**src/rtl/alu_op_sequencer_pkg.sv**
```systemverilog
// alu_op_sequencer_pkg
//   Shared definitions for the ALU command sequencer. It holds the ALU opcodes
//   the sequencer issues by itself, the ALU error codes, the sequencer FSM
//   state encoding and a small error helper.
//   Optional macro: ALU_SEQ_ERR_HALT_EN adds the S_HALT state.
package alu_op_sequencer_pkg;

  localparam logic [3:0] OP_CLEAR = 4'b1100;  // zero the ALU accumulator
  localparam logic [3:0] OP_NOP   = 4'b1110;  // ALU feedback register holds

  localparam logic [1:0] ERR_NONE = 2'b00;
  localparam logic [1:0] ERR_DIV0 = 2'b01;
  localparam logic [1:0] ERR_OVF  = 2'b10;

  typedef enum logic [2:0] {
    S_INIT = 3'd0,
    S_IDLE = 3'd1,
    S_EXEC = 3'd2,
    S_RESP = 3'd3
`ifdef ALU_SEQ_ERR_HALT_EN
    , S_HALT = 3'd4
`endif
  } seq_state_t;

  // Any nonzero ALU error code counts as an error.
  function automatic logic is_error(input logic [1:0] err);
    return err != ERR_NONE;
  endfunction

endpackage

```
**src/rtl/alu_cmd_fifo.sv**
```systemverilog
// alu_cmd_fifo
//   Synchronous command FIFO with registered read data.
//   Pointers carry one extra wrap bit, so full/empty come from comparing the
//   MSBs and the index bits; pointer wrap is natural binary overflow.
//   Ports:
//     clk, rst      clock, asynchronous active-high reset (empties the FIFO)
//     push, din     write din when push && !full
//     pop, dout     when pop && !empty, the head entry appears on dout
//                   after the same edge (registered read)
//     flush         synchronous empty
//     full, empty   status flags
module alu_cmd_fifo #(
  parameter int DW    = 68,
  parameter int DEPTH = 4
) (
  input  logic          clk,
  input  logic          rst,
  input  logic          push,
  input  logic          pop,
  input  logic          flush,
  input  logic [DW-1:0] din,
  output logic [DW-1:0] dout,
  output logic          full,
  output logic          empty
);

  localparam int AW = $clog2(DEPTH);
  localparam logic [AW:0] PTR_ONE = {{AW{1'b0}}, 1'b1};

  logic [DW-1:0] mem [DEPTH];
  logic [DW-1:0] dout_reg;
  logic [AW:0]   wr_ptr_reg;
  logic [AW:0]   rd_ptr_reg;
  logic          push_ok;
  logic          pop_ok;

  assign empty   = (wr_ptr_reg == rd_ptr_reg);
  assign full    = (wr_ptr_reg[AW] != rd_ptr_reg[AW]) &&
                   (wr_ptr_reg[AW-1:0] == rd_ptr_reg[AW-1:0]);
  assign push_ok = push && !full;
  assign pop_ok  = pop && !empty;
  assign dout    = dout_reg;

  // Storage and read register carry no reset so they map onto block RAM;
  // the consumer only looks at dout in the cycle after a pop.
  always_ff @(posedge clk) begin
    if (push_ok) begin
      mem[wr_ptr_reg[AW-1:0]] <= din;
    end
    if (pop_ok) begin
      dout_reg <= mem[rd_ptr_reg[AW-1:0]];
    end
  end

  always_ff @(posedge clk or posedge rst) begin
    if (rst) begin
      wr_ptr_reg <= '0;
      rd_ptr_reg <= '0;
    end else if (flush) begin
      wr_ptr_reg <= '0;
      rd_ptr_reg <= '0;
    end else begin
      if (push_ok) begin
        wr_ptr_reg <= wr_ptr_reg + PTR_ONE;
      end
      if (pop_ok) begin
        rd_ptr_reg <= rd_ptr_reg + PTR_ONE;
      end
    end
  end

endmodule

```
**src/rtl/alu_op_sequencer.sv**
```systemverilog
// alu_op_sequencer
//   Command front-end for the 16-op accumulator ALU. Queues {opcode, P, Q}
//   commands, issues each to the ALU for exactly one clock and returns the
//   ALU result and error code over a valid/ready response port. Drives NO-OP
//   whenever idle, so the ALU feedback register holds its value.
//   Parameters: WIDTH (operand width), DEPTH (FIFO entries, power of two >= 2),
//               INIT_CLEAR (1: issue CLEAR for one cycle after reset release).
//   Optional macro: ALU_SEQ_ERR_HALT_EN -- after the response of a failed
//     command the sequencer halts, flushes the queue and refuses commands
//     until err_clear.
//   Ports:
//     clk, rst                      clock, asynchronous active-high reset
//     cmd_valid/cmd_ready           command handshake, cmd_op/cmd_p/cmd_q payload
//     rsp_valid/rsp_ready           response handshake, rsp_data/rsp_err payload
//     alu_opcode/alu_p/alu_q        to the ALU
//     alu_result/alu_err            from the ALU (combinational, same cycle)
//     err_clear                     clears err_sticky (and leaves HALT)
//     err_sticky                    set on any captured nonzero alu_err
//     busy                          FSM not idle or queue not empty
module alu_op_sequencer
  import alu_op_sequencer_pkg::*;
#(
  parameter int WIDTH      = 32,
  parameter int DEPTH      = 4,
  parameter bit INIT_CLEAR = 1'b1
) (
  input  logic             clk,
  input  logic             rst,
  input  logic             cmd_valid,
  output logic             cmd_ready,
  input  logic [3:0]       cmd_op,
  input  logic [WIDTH-1:0] cmd_p,
  input  logic [WIDTH-1:0] cmd_q,
  output logic             rsp_valid,
  input  logic             rsp_ready,
  output logic [WIDTH-1:0] rsp_data,
  output logic [1:0]       rsp_err,
  output logic [3:0]       alu_opcode,
  output logic [WIDTH-1:0] alu_p,
  output logic [WIDTH-1:0] alu_q,
  input  logic [WIDTH-1:0] alu_result,
  input  logic [1:0]       alu_err,
  input  logic             err_clear,
  output logic             err_sticky,
  output logic             busy
);

  localparam int CW = 4 + 2 * WIDTH;

  seq_state_t state_reg;
  seq_state_t state_next;

  logic             fifo_push;
  logic             fifo_pop;
  logic             fifo_flush;
  logic             fifo_full;
  logic             fifo_empty;
  logic [CW-1:0]    fifo_din;
  logic [CW-1:0]    fifo_dout;
  logic [3:0]       exec_op;
  logic [WIDTH-1:0] exec_p;
  logic [WIDTH-1:0] exec_q;

  logic             rsp_valid_reg;
  logic [WIDTH-1:0] rsp_data_reg;
  logic [1:0]       rsp_err_reg;
  logic             err_sticky_reg;

  assign fifo_din  = {cmd_op, cmd_p, cmd_q};
  assign exec_op   = fifo_dout[CW-1 -: 4];
  assign exec_p    = fifo_dout[2*WIDTH-1 -: WIDTH];
  assign exec_q    = fifo_dout[WIDTH-1:0];
  assign fifo_push = cmd_valid && cmd_ready;

  alu_cmd_fifo #(
    .DW    (CW),
    .DEPTH (DEPTH)
  ) u_fifo (
    .clk   (clk),
    .rst   (rst),
    .push  (fifo_push),
    .pop   (fifo_pop),
    .flush (fifo_flush),
    .din   (fifo_din),
    .dout  (fifo_dout),
    .full  (fifo_full),
    .empty (fifo_empty)
  );

  always_ff @(posedge clk or posedge rst) begin
    if (rst) begin
      state_reg <= S_INIT;
    end else begin
      state_reg <= state_next;
    end
  end

  // Next state and ALU/command-side outputs. The ALU drive is decoded from
  // the state register, so an asynchronous reset returns it to NO-OP at once.
  always_comb begin
    state_next = state_reg;
    fifo_pop   = 1'b0;
    fifo_flush = 1'b0;
    cmd_ready  = !fifo_full;
    alu_opcode = OP_NOP;
    alu_p      = '0;
    alu_q      = '0;
    case (state_reg)
      S_INIT: begin
        cmd_ready = 1'b0;
        // rst gates CLEAR so the reset value of alu_opcode stays NO-OP.
        if (INIT_CLEAR && !rst) begin
          alu_opcode = OP_CLEAR;
        end
        state_next = S_IDLE;
      end
      S_IDLE: begin
        if (!fifo_empty) begin
          fifo_pop   = 1'b1;
          state_next = S_EXEC;
        end
      end
      S_EXEC: begin
        alu_opcode = exec_op;
        alu_p      = exec_p;
        alu_q      = exec_q;
        state_next = S_RESP;
      end
      S_RESP: begin
        if (rsp_ready) begin
          state_next = S_IDLE;
`ifdef ALU_SEQ_ERR_HALT_EN
          if (is_error(rsp_err_reg)) begin
            state_next = S_HALT;
          end
`endif
        end
      end
`ifdef ALU_SEQ_ERR_HALT_EN
      S_HALT: begin
        cmd_ready  = 1'b0;
        fifo_flush = 1'b1;
        if (err_clear) begin
          state_next = S_IDLE;
        end
      end
`endif
      default: begin
        cmd_ready  = 1'b0;
        state_next = S_INIT;
      end
    endcase
  end

  // Response capture happens at the edge that closes the EXEC cycle, while
  // the ALU still sees the issued command on its inputs.
  always_ff @(posedge clk or posedge rst) begin
    if (rst) begin
      rsp_valid_reg <= 1'b0;
      rsp_data_reg  <= '0;
      rsp_err_reg   <= ERR_NONE;
    end else if (state_reg == S_EXEC) begin
      rsp_valid_reg <= 1'b1;
      rsp_data_reg  <= alu_result;
      rsp_err_reg   <= alu_err;
    end else if (state_reg == S_RESP && rsp_ready) begin
      rsp_valid_reg <= 1'b0;
    end
  end

  // A new error outranks err_clear in the same cycle.
  always_ff @(posedge clk or posedge rst) begin
    if (rst) begin
      err_sticky_reg <= 1'b0;
    end else if (state_reg == S_EXEC && is_error(alu_err)) begin
      err_sticky_reg <= 1'b1;
    end else if (err_clear) begin
      err_sticky_reg <= 1'b0;
    end
  end

  assign rsp_valid  = rsp_valid_reg;
  assign rsp_data   = rsp_data_reg;
  assign rsp_err    = rsp_err_reg;
  assign err_sticky = err_sticky_reg;
  assign busy       = (state_reg != S_IDLE) || !fifo_empty;

endmodule

```
**config.mk**
```make
export PLATFORM = sky130hd
export DESIGN_NAME = alu_op_sequencer
export DESIGN_NICKNAME = d
export VERILOG_FILES = /design/src/rtl/alu_op_sequencer_pkg.sv /design/src/rtl/alu_cmd_fifo.sv /design/src/rtl/alu_op_sequencer.sv
export SDC_FILE = /design/constraint.sdc
export NUM_CORES = 1
export LEC_CHECK = 0
export ABC_AREA = 1
export CAP_MARGIN = 20
export CORE_MARGIN = 10
export CORE_UTILIZATION = 50
export CTS_BUF_LIST = sky130_fd_sc_hd__clkbuf_8
export DETAILED_ROUTE_END_ITERATION = 7
export PLACE_DENSITY = 0.75
export SLEW_MARGIN = 0
export SYNTH_ARGS = -nofsm -noshare
export SYNTH_HDL_FRONTEND = slang
export SYNTH_SLANG_ARGS = --single-unit
```
**constraint.sdc**
```tcl
create_clock -name clk -period 11.45 [get_ports clk]
set_input_delay 1.145 -clock clk [delete_from_list [all_inputs] [get_ports clk]]
set_output_delay 1.145 -clock clk [all_outputs]
set_load 0.01 [all_outputs]
```
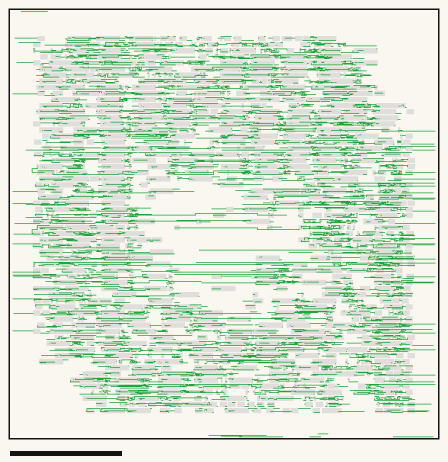
(run_1/met1.png)
Bar = 50 um. Cells faint in the background.
wire length on this layer	13700 um
share of all routed wire	42%

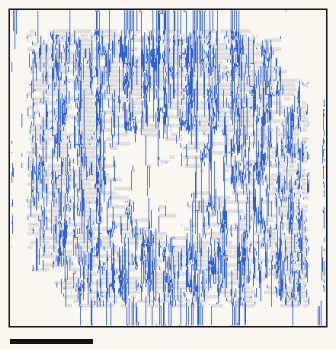
(run_1/met2.png)
Bar = 50 um. Cells faint in the background.
share of all routed wire	49%
wire length on this layer	16100 um
main direction	vertical

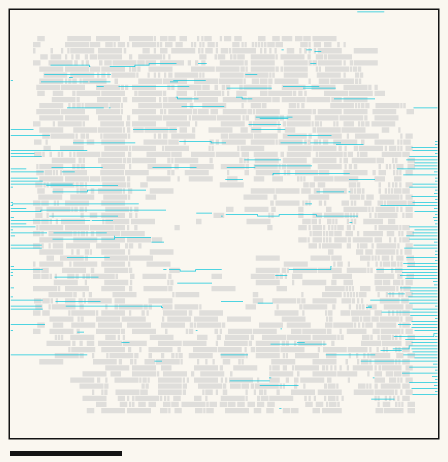
(run_1/met3.png)
Bar = 50 um. Cells faint in the background.
main direction	horizontal
nets with wire on the layer	158
share of all routed wire	7.8%
wire length on this layer	2560 um
longest straight run	56.1 um
final wirelength: 32700 um
met3 Usage GRT: 4.56%
via count: 8986

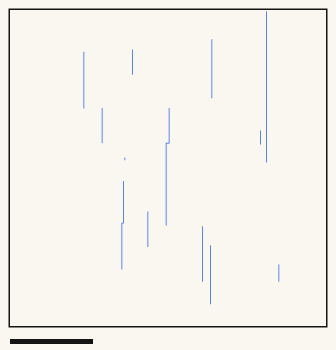
(run_1/met4.png)
Bar = 50 um.
wire length on this layer	433 um
longest straight run	91.1 um

-- run 1: Yosys cell counts (2+ instances only) --
cell type | number | area share (%)
inv_2 | 3 | 0.077
buf_2 | 16 | 0.55
nor2_1 | 140 | 3.6
clkbuf_1 | 22 | 0.57
clkbuf_2 | 3 | 0.10
edfxtp_1 | 340 | 70
o21ai_1 | 16 | 0.55
o21ai_0 | 121 | 4.1
o211ai_1 | 2 | 0.10
nand4_1 | 4 | 0.17
nand3_1 | 2 | 0.069
nand2_1 | 202 | 5.2
nand3b_1 | 2 | 0.10
buf_4 | 9 | 0.46
nand3_2 | 2 | 0.14
buf_6 | 8 | 0.62
o22ai_1 | 68 | 2.9
ha_1 | 9 | 0.77
dfrtp_1 | 44 | 7.5
inv_1 | 81 | 2.1
-- run 1: cells by family after synthesis --
logic type               after synthesis
AND-OR/OR-AND                        207
adder cells (fa/ha/maj)                9
XOR/XNOR                               3
AND/OR/NAND/NOR                      353
buffers and inverters                144
flip-flops                           384
-- run 1: per-stage QoR --
| stage | std cells |
|---|---|
| final | 1760 |
| after global routing | 1759 |
| after CTS | 1759 |
| after detailed placement | 1650 |
| after global placement | 1650 |
| after floorplan | 1100 |
-- run 1: final timing paths --
kind,endpoint,slack (ns),cells after the start
worst max-delay path,alu_opcode[1],7.19,6
worst min-delay path,rsp_data[1]$_DFFE_PP0P_,0.47,2
worst max register to register,u_fifo.mem[3][22]$_DFFE_PP_,8.02,5
worst min register to register,rsp_data[1]$_DFFE_PP0P_,0.47,2
max in group asynchronous,u_fifo.rd_ptr_reg[0]$_DFFE_PP0P_,9.97,3
min in group asynchronous,rsp_data[30]$_DFFE_PP0P_,1.07,3
-- run 1: cell type report --
class	instances	area [um^2]	share of cell area (%)
clock inverters	50	363	1.99
diodes	1	2.50	0.0138
repair buffers	225	2220	12.2
flip-flops and latches	384	11300	62.2
inverters	85	323	1.77
clock buffers	59	812	4.46
well taps	384	480	2.64
multi-input cells	572	2680	14.7
-- run 1: metal layers --
layer	global-route usage, %	wire length [um]	up-vias
met4	4.78	432	2
li1	-	-	4322
met3	4.56	2560	36
met1	21.9	13700	4325
met5	0	13	-
met2	29.9	16100	301
-- run 1: critical path, cell delays in order (launching register included) --
cell and delay, ns:
dfrtp_1 0.41, inv_1 0.13, ha_4 0.48, buf_4 0.67, nand2_1 0.13, o211ai_1 0.13, clkdlybuf4s50_1 0.57
==> out/metrics.yaml, run 1 <==
clock_tree:
  cts.sinks: 384
  cts_hold_buf: 0
  cts-htree-levels: 2
  cts_root_buf: "clkbuf_8"
  cts_setup_buffers: 0
  cts_resized: 0
  clk_path_buf_depth: 3
  clk_pin_slew_ns: 0.06
  cts_tree: "yes"
  cts_buffers: 59
  clock.latency.late_pin_ns: 0.58
logic_synthesis:
  edf_count: 340
  async_flop_share_pct: 11.5
  ys_area_mm2: 0.0146
  ys_cells: 1100
  ys_sh_xor_pct: 0.231
  mux_area_share_pct: 0
  syn_area_mm2: 0.0146
  ys_seq_share_pct: 77.5
  yosysWarnings: 0
  ys_ff: 384
  ys_types: 26
  simple_gate_area_share_pct: 9.31
  adder_share_pct: 0.771
  syn_inst: 1100
  syn-num-nets: 1216
final_timing:
  tightest_slew_ns: 1.06
  fin_crit_ns: 4.26
  setup_violations: 0
  worst_slack_ns: 7.19
  final.setup_skew_ns: 0.0248
  hold_violations: 0
  whs_ns: 0.469
placed_design:
  portBuffers: 212
  dpl-instance-area_mm2: 0.0170
  hpwlAfterDp_um: 18700
final_layout:
  fin_area_mm2: 0.0182
  fin_nets: 1443
  drive_gt1_share_pct: 7.56
  fillers: 2181
  largest_reg_flops: 272
  layout_top_cells: "340 x edfxtp_1, 212 x clkdlybuf4s50_1, 202 x nand2_1"
  final_util_pct: 63.2
global_route:
  grtUsageTotal_pct: 17.6
  grt_max_degree: 73
  grt_pass1_vias: 9281
  grt_pass1_wl_um: 50700
floorplanning:
  die_height_um: 191
  rows: 62
  core_area_mm2: 0.0288
  initCoreUtil_pct: 50.7
setup_path:
  critPathKind: "reg2out"
  crit_path_start: "state_reg[0]$_DFFE_PP0P_"
  timing.rr.start: "u_fifo.rd_ptr_reg[0]$_DFFE_PP0P_"
  arrival_ns: 3.11
  end_kind: "primary output"
  cp.required_ns: 10.31
flow_run:
  drv_cap: 0
  warning_count: 32
hold_path:
  hp-start: "rsp_data[1]$_DFFE_PP0P_"
  hold_class: "reg2reg"
run_status:
  outcome: "finished clean"
detailed_routing:
  dr.pass1.iters: 4
--- run 2 (diff from run 1) ---
--- a/config.mk
+++ b/config.mk
@@ -11,7 +11,7 @@
 export CORE_UTILIZATION = 50
 export CTS_BUF_LIST = sky130_fd_sc_hd__clkbuf_8
 export DETAILED_ROUTE_END_ITERATION = 7
-export PLACE_DENSITY = 0.75
+export PLACE_DENSITY = 0.78
 export SLEW_MARGIN = 0
 export SYNTH_ARGS = -nofsm -noshare
 export SYNTH_HDL_FRONTEND = slang
==> constraint.sdc (replaced) <==
create_clock -name clk -period 3.5 [get_ports clk]
set_input_delay 0.35 -clock clk [delete_from_list [all_inputs] [get_ports clk]]
set_output_delay 0.35 -clock clk [all_outputs]
set_load 0.01 [all_outputs]
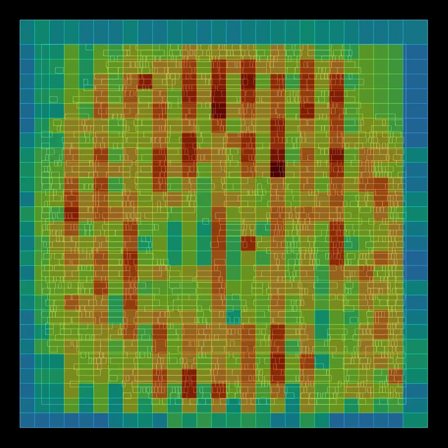
(run_2/final_congestion.png)
DR WL/cell: 18.7 um
Top Usage Layer GRT: met2

==> run 2 against run 1 <==
Compared with the run above: core utilization is 0.12 points higher; final cell count is 0.23% higher; critical path type unchanged; die area stayed put; critical endpoint is now alu_p[6]; register-to-register slack worse by 7.1 ns; count of clock-buffer cells in the layout is 2 higher; via count is 1.0% higher; area after synthesis stayed put; flip-flop count stayed put; critical path depth stayed put.
==> out/metrics.yaml, run 2 <==
floorplanning:
  initCoreUtil_pct: 50.7  # unchanged
  core_area_mm2: 0.0288  # unchanged
  die_height_um: 191  # unchanged
  die-area_mm2: 0.0364
  rows: 62  # unchanged
run_status:
  outcome: "finished clean"
logic_synthesis:
  syn_inst: 1100  # unchanged
  syn-num-nets: 1216  # unchanged
  synth_top_cell_by_area: "edfxtp_1"
  ys_types: 26  # unchanged
  ys_cells: 1100  # unchanged
  async_flop_share_pct: 11.5  # unchanged
  top_cell: "edfxtp_1"
  ys_area_mm2: 0.0146  # unchanged
  top_cells_by_area: "edfxtp_1 70%, dfrtp_1 7.5%, nand2_1 5.2%"
  syn_area_mm2: 0.0146  # unchanged
  ys_seq_share_pct: 77.5  # unchanged
  ys_ff: 384  # unchanged
  yosysWarnings: 0  # unchanged
  common_cells: "340 x edfxtp_1, 202 x nand2_1, 140 x nor2_1"
  yosysTopAreaCellShare_pct: 69.9  # unchanged
  edf_count: 340  # unchanged
setup_path:
  crit_path_frequent_cell: "inv_1"
  crit_buf_inv: 4  # +1
  cp_slowest_cell: "clkdlybuf4s50_1"
  arrival_ns: 2.69  # -0.42 ns
  crit_family: "buffers and inverters"
  worst_path_largest_cell_delay_ns: 0.54  # -0.13 ns
  cp_cell_sequence: "inv_1, ha_4, buf_4, nand2_1, inv_1, clkdlybuf4s50_1"
  end_kind: "primary output"
  r2r_slack_ns: 0.97  # -7.05 ns
  critPathKind: "reg2out"
  cp.required_ns: 3.15  # -7.16 ns
  path_max_fanout: 29
detailed_routing:
  vias: 9077  # +1.0%
  drt-initial-drc-count: 695
  drc: 0
  dr.pass1.iters: 5  # +1
  wirelength_um: 33000  # +0.73%
placed_design:
  hpwlAfterDp_um: 19300  # +3.2%
  dpl.cell_count: 1656  # +0.36%
  dpl-instance-area_mm2: 0.0171  # +0.63%
  portBuffers: 212  # unchanged
final_layout:
  antenna_cells: 0  # -1
  final_cells: 1764  # +0.23%
  fin_area_mm2: 0.0182  # +0.19%
  layout_top_cells: "340 x edfxtp_1, 212 x clkdlybuf4s50_1, 202 x nand2_1"
  regArea_mm2: 0.0113  # unchanged
  largest_reg_flops: 272  # unchanged
  drive_gt1_share_pct: 7.75  # +0.19 points
  combGateArea_mm2: 0.00268  # unchanged
  fillers: 2125  # -2.6%
  fin_nets: 1450  # +0.49%
flow_run:
  drv_cap: 0  # unchanged
  warning_count: 34  # +6.3%
final_timing:
  hold_violations: 0  # unchanged
  tightest_slew_ns: 0.958  # -0.102 ns
  setup_violations: 0  # unchanged
  fin_crit_ns: 3.04
  finalMaxSlewViolations: 0
  worst_slack_ns: 0.464  # -6.73 ns
  fmax_mhz: 329
  final.setup_skew_ns: 0.0174  # -0.00743 ns
clock_tree:
  cts_resized: 0  # unchanged
  clk_pin_slew_ns: 0.06  # about the same
  cts_root_buf: "clkbuf_8"
  cts_buffers: 59  # unchanged
  cts_setup_buffers: 0  # unchanged
  cts_tree: "yes"
  cts.sinks: 384  # unchanged
  cts-htree-levels: 2  # unchanged
  cts_hold_buf: 0  # unchanged
  clock.latency.late_pin_ns: 0.58  # about the same
  clk_path_buf_depth: 3  # unchanged
global_route:
  grtUsageTotal_pct: 17.6  # -0.065 points
  overflow: 0
  grt_max_degree: 111  # +52%
  antenna_found_initial: 0
  grt_pass1_wl_um: 50600  # -0.30%
  grt_pass1_vias: 9397  # +1.2%
hold_path:
  hold_class: "in2async"
[run 2: netlist changes by cell type in the layout (fill, tap and decap cells not counted)]
| cell | before | now |
|---|---|---|
| diode_2 | 1 | 0 |
| clkinv_2 | 12 | 11 |
| buf_16 | 0 | 1 |
| clkinv_1 | 17 | 19 |
| buf_12 | 0 | 5 |
| clkbuf_8 | 59 | 61 |
| buf_4 | 13 | 14 |
| clkinvlp_4 | 1 | 0 |
| bufinv_16 | 6 | 2 |
[run 2: final timing paths]
| check | to | depth (start not counted) | start |
|---|---|---|---|
| worst max-delay path | alu_p[6] | 6 | state_reg[0]$_DFFE_PP0P_ |
| worst min-delay path | state_reg[1]$_DFFE_PP0P_ | 2 | rst |
| worst max register to register | u_fifo.mem[1][44]$_DFFE_PP_ | 5 | u_fifo.rd_ptr_reg[0]$_DFFE_PP0P_ |
| worst min register to register | rsp_data[18]$_DFFE_PP0P_ | 2 | rsp_data[18]$_DFFE_PP0P_ |
| max in group asynchronous | rsp_data[8]$_DFFE_PP0P_ | 3 | rst |
| min in group clk | rsp_data[1]$_DFFE_PP0P_ | 3 | alu_result[1] |
[run 2: final cells by class]
| class | instances | area share (%) |
|---|---|---|
| multi-input cells | 572 | 14.7 |
| inverters | 85 | 1.77 |
| repair buffers | 232 | 12.9 |
| clock buffers | 61 | 4.61 |
| clock inverters | 46 | 1.30 |
| well taps | 384 | 2.64 |
| flip-flops and latches | 384 | 62.1 |
[run 2: metrics by stage]
step                      util (%)  setup TNS, ns  hold slack (ns)
after floorplan                  -        -219.37            0.449
after global placement        59.5              0            0.452
after detailed placement      59.5              0            0.458
after CTS                     63.2              0           0.0180
after global routing          63.3              0           0.0673
final                         63.3              0           0.0401
[run 2: kinds of logic (layout without fill, tap and decap cells)]
kind of cell    after synthesis  in the layout  synth area share, %
buf+inv                     144            424                 4.51
flops                       384            384                 77.5
simple gates                353            353                 9.31
compound gates              207            207                 7.71
fa+ha+maj                     9              9                0.771
xor+xnor                      3              3                0.231
[run 2: routing by layer]
layer	track usage, %	vias to the layer above	part of all wire [%]
met4	6.18	0	1.9
met3	3.88	46	7.8
met1	22.0	4349	41
met5	0	-	0
li1	-	4327	-
met2	29.5	355	49
--- run 3 (diff from run 2) ---
--- a/config.mk
+++ b/config.mk
@@ -11,6 +11,7 @@
 export CORE_UTILIZATION = 50
 export CTS_BUF_LIST = sky130_fd_sc_hd__clkbuf_8
 export DETAILED_ROUTE_END_ITERATION = 7
+export GPL_TIMING_DRIVEN = 1
 export PLACE_DENSITY = 0.78
 export SLEW_MARGIN = 0
 export SYNTH_ARGS = -nofsm -noshare
==> constraint.sdc (replaced) <==
create_clock -name clk -period 3.5 [get_ports clk]
set_input_delay 0.35 -clock clk [delete_from_list [all_inputs] [get_ports clk]]
set_output_delay 0.35 -clock clk [all_outputs]
set_load 0.1 [all_outputs]
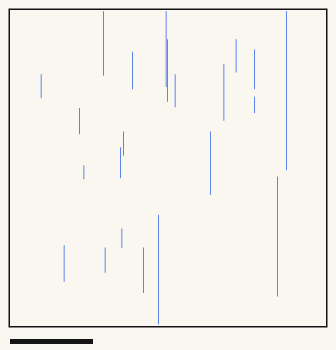
(run_3/met4.png)
Bar = 50 um.
nets with wire on the layer	13
wire length on this layer	669 um
longest straight run	95.9 um
main direction	vertical
via count: 9075
final wirelength: 32800 um

==> run 3 against run 2 <==
Compared with the run above: global-route usage is 0.078 points lower; count of clock-buffer cells in the layout is 5 higher; critical path depth stayed put; largest cell class unchanged; fmax is 4.8% higher; synthesized cell count stayed put.
==> out/metrics.yaml, run 3 <==
logic_synthesis:
  ys_seq_share_pct: 77.5  # unchanged
  mux_area_share_pct: 0  # unchanged
  yosysWarnings: 0  # unchanged
  top_cells_by_area: "edfxtp_1 70%, dfrtp_1 7.5%, nand2_1 5.2%"
  top_cell: "edfxtp_1"
  yosys.area_share.aoi_pct: 7.71  # unchanged
  common_cells: "340 x edfxtp_1, 202 x nand2_1, 140 x nor2_1"
  ys_sh_xor_pct: 0.231  # unchanged
  ys_cells: 1100  # unchanged
  synth_top_cell_by_area: "edfxtp_1"
  logic_family: "simple AND/OR/NAND/NOR gates"
  syn-num-nets: 1216  # unchanged
  edf_count: 340  # unchanged
  simple_gate_area_share_pct: 9.31  # unchanged
  async_flop_share_pct: 11.5  # unchanged
  adder_share_pct: 0.771  # unchanged
  syn_inst: 1100  # unchanged
  ys_types: 26  # unchanged
  yosysTopAreaCellShare_pct: 69.9  # unchanged
  flop_cell: "edfxtp_1"
  ys_ff: 384  # unchanged
  syn_area_mm2: 0.0146  # unchanged
  ys_area_mm2: 0.0146  # unchanged
detailed_routing:
  drt-initial-drc-count: 697  # +0.29%
  wl_per_cell_um: 18.5  # -0.82%
  dr.pass1.iters: 5  # unchanged
  drc: 0  # unchanged
clock_tree:
  cts-htree-levels: 2  # unchanged
  cts_setup_buffers: 0  # unchanged
  clock.latency.late_pin_ns: 0.59  # about the same
  cts.sinks: 384  # unchanged
  cts_buffers: 61  # +3.4%
  cts_hold_buf: 0  # unchanged
  clk_pin_slew_ns: 0.07  # about the same
  clk_path_buf_depth: 3  # unchanged
  cts_resized: 0  # unchanged
  cts_tree: "yes"
  cts_root_buf: "clkbuf_8"
final_timing:
  fmax_mhz: 345  # +4.8%
  tns_ns: 0  # unchanged
  tightest_slew_ns: 1.06  # +0.105 ns
  finalMaxSlewViolations: 0  # unchanged
  slew_headroom_pct: 29.2
  setup_violations: 0  # unchanged
  final.setup_skew_ns: 0.0260  # +0.00861 ns
  hold_violations: 0  # unchanged
  fin_crit_ns: 2.90  # -0.138 ns
  rsz0062_at_grt: "false"
global_route:
  grtUsageTotal_pct: 17.5  # -0.078 points
  antenna_found_initial: 1  # +1
  grt_pass1_vias: 9319  # -0.83%
  grt_pass1_wl_um: 50300  # -0.53%
  overflow: 0  # unchanged
  grt_max_degree: 106  # -4.5%
final_layout:
  layout_top_cells: "340 x edfxtp_1, 202 x nand2_1, 142 x clkdlybuf4s50_1"
  largest_reg_flops: 272  # unchanged
  fillers: 2146  # +0.99%
  combGateArea_mm2: 0.00268  # unchanged
  fin_area_mm2: 0.0181  # -0.77%
  drive_gt1_share_pct: 12.9  # +5.1 points
  final_util_pct: 62.8  # -0.49 points
  regArea_mm2: 0.0113  # unchanged
  fin_nets: 1452  # +0.14%
floorplanning:
  die-area_mm2: 0.0364  # unchanged
  rows: 62  # unchanged
  initCoreUtil_pct: 50.7  # unchanged
  core_area_mm2: 0.0288  # unchanged
  die_height_um: 191  # unchanged
placed_design:
  dpl-instance-area_mm2: 0.0170  # -0.91%
  hpwlAfterDp_um: 19700  # +2.1%
  portBuffers: 212  # unchanged
setup_path:
  critPathKind: "reg2out"
  arrival_ns: 2.55  # -0.14 ns
  path_max_fanout: 57  # +97%
  cp.required_ns: 3.15  # about the same
  end_kind: "primary output"
flow_run:
  drv_cap: 0  # unchanged
  warning_count: 36  # +5.9%
run_status:
  outcome: "finished clean"
hold_path:
  hold_class: "in2async"
-- run 3: path summary, 6_finish.rpt --
path	startpoint	to	slack, ns	depth (start not counted)
max in group asynchronous	rst	rsp_data[18]$_DFFE_PP0P_	2.73	3
hold / removal	rst	u_fifo.wr_ptr_reg[2]$_DFFE_PP0P_	0.03	2
min in group clk	alu_result[13]	rsp_data[13]$_DFFE_PP0P_	0.32	3
setup / recovery	state_reg[0]$_DFFE_PP0P_	alu_p[29]	0.60	6
setup reg to reg	u_fifo.rd_ptr_reg[1]$_DFFE_PP0P_	u_fifo.mem[3][4]$_DFFE_PP_	0.95	7
hold reg to reg	rsp_valid$_DFFE_PP0P_	rsp_valid$_DFFE_PP0P_	0.47	2
-- run 3: area by class of cell --
| cell class | count | share of cell area (%) |
|---|---|---|
| tap | 384 | 2.66 |
| clock buffer | 66 | 5.02 |
| multi-input combinational | 572 | 14.8 |
| antenna | 2 | 0.0277 |
| timing repair buffer | 232 | 12.0 |
| inverter | 85 | 1.78 |
| sequential | 384 | 62.6 |
| clock inverter | 44 | 1.14 |
-- run 3: layer usage --
layer  GRT usage [%]  routed length [um]
met4            6.12                 669
met3            3.74                2170
met1            22.1               13700
met5               0                   0
met2            29.3               16300
-- run 3: stage by stage --
| step | hold WS (ns) | setup WS [ns] | std cells |
|---|---|---|---|
| global route | 0.0217 | 0.397 | 1768 |
| CTS | 0.00824 | 0.530 | 1767 |
| global placement | 0.452 | 1.04 | 1657 |
| floorplan | 0.449 | -0.807 | 1100 |
| finish | 0.0320 | 0.603 | 1769 |
| detailed placement | 0.458 | 1.00 | 1657 |
-- run 3: worst max-delay path: stages (launching register included) --
cell,delay (ns)
dfrtp_1,0.41
inv_1,0.13
ha_4,0.62
buf_4,0.34
nand2_1,0.07
inv_1,0.07
buf_4,0.29
-- run 3: cells by family after synthesis --
group / Yosys count
buffers and inverters: 144
XOR/XNOR: 3
AND/OR/NAND/NOR: 353
AND-OR/OR-AND: 207
adder cells (fa/ha/maj): 9
flip-flops: 384
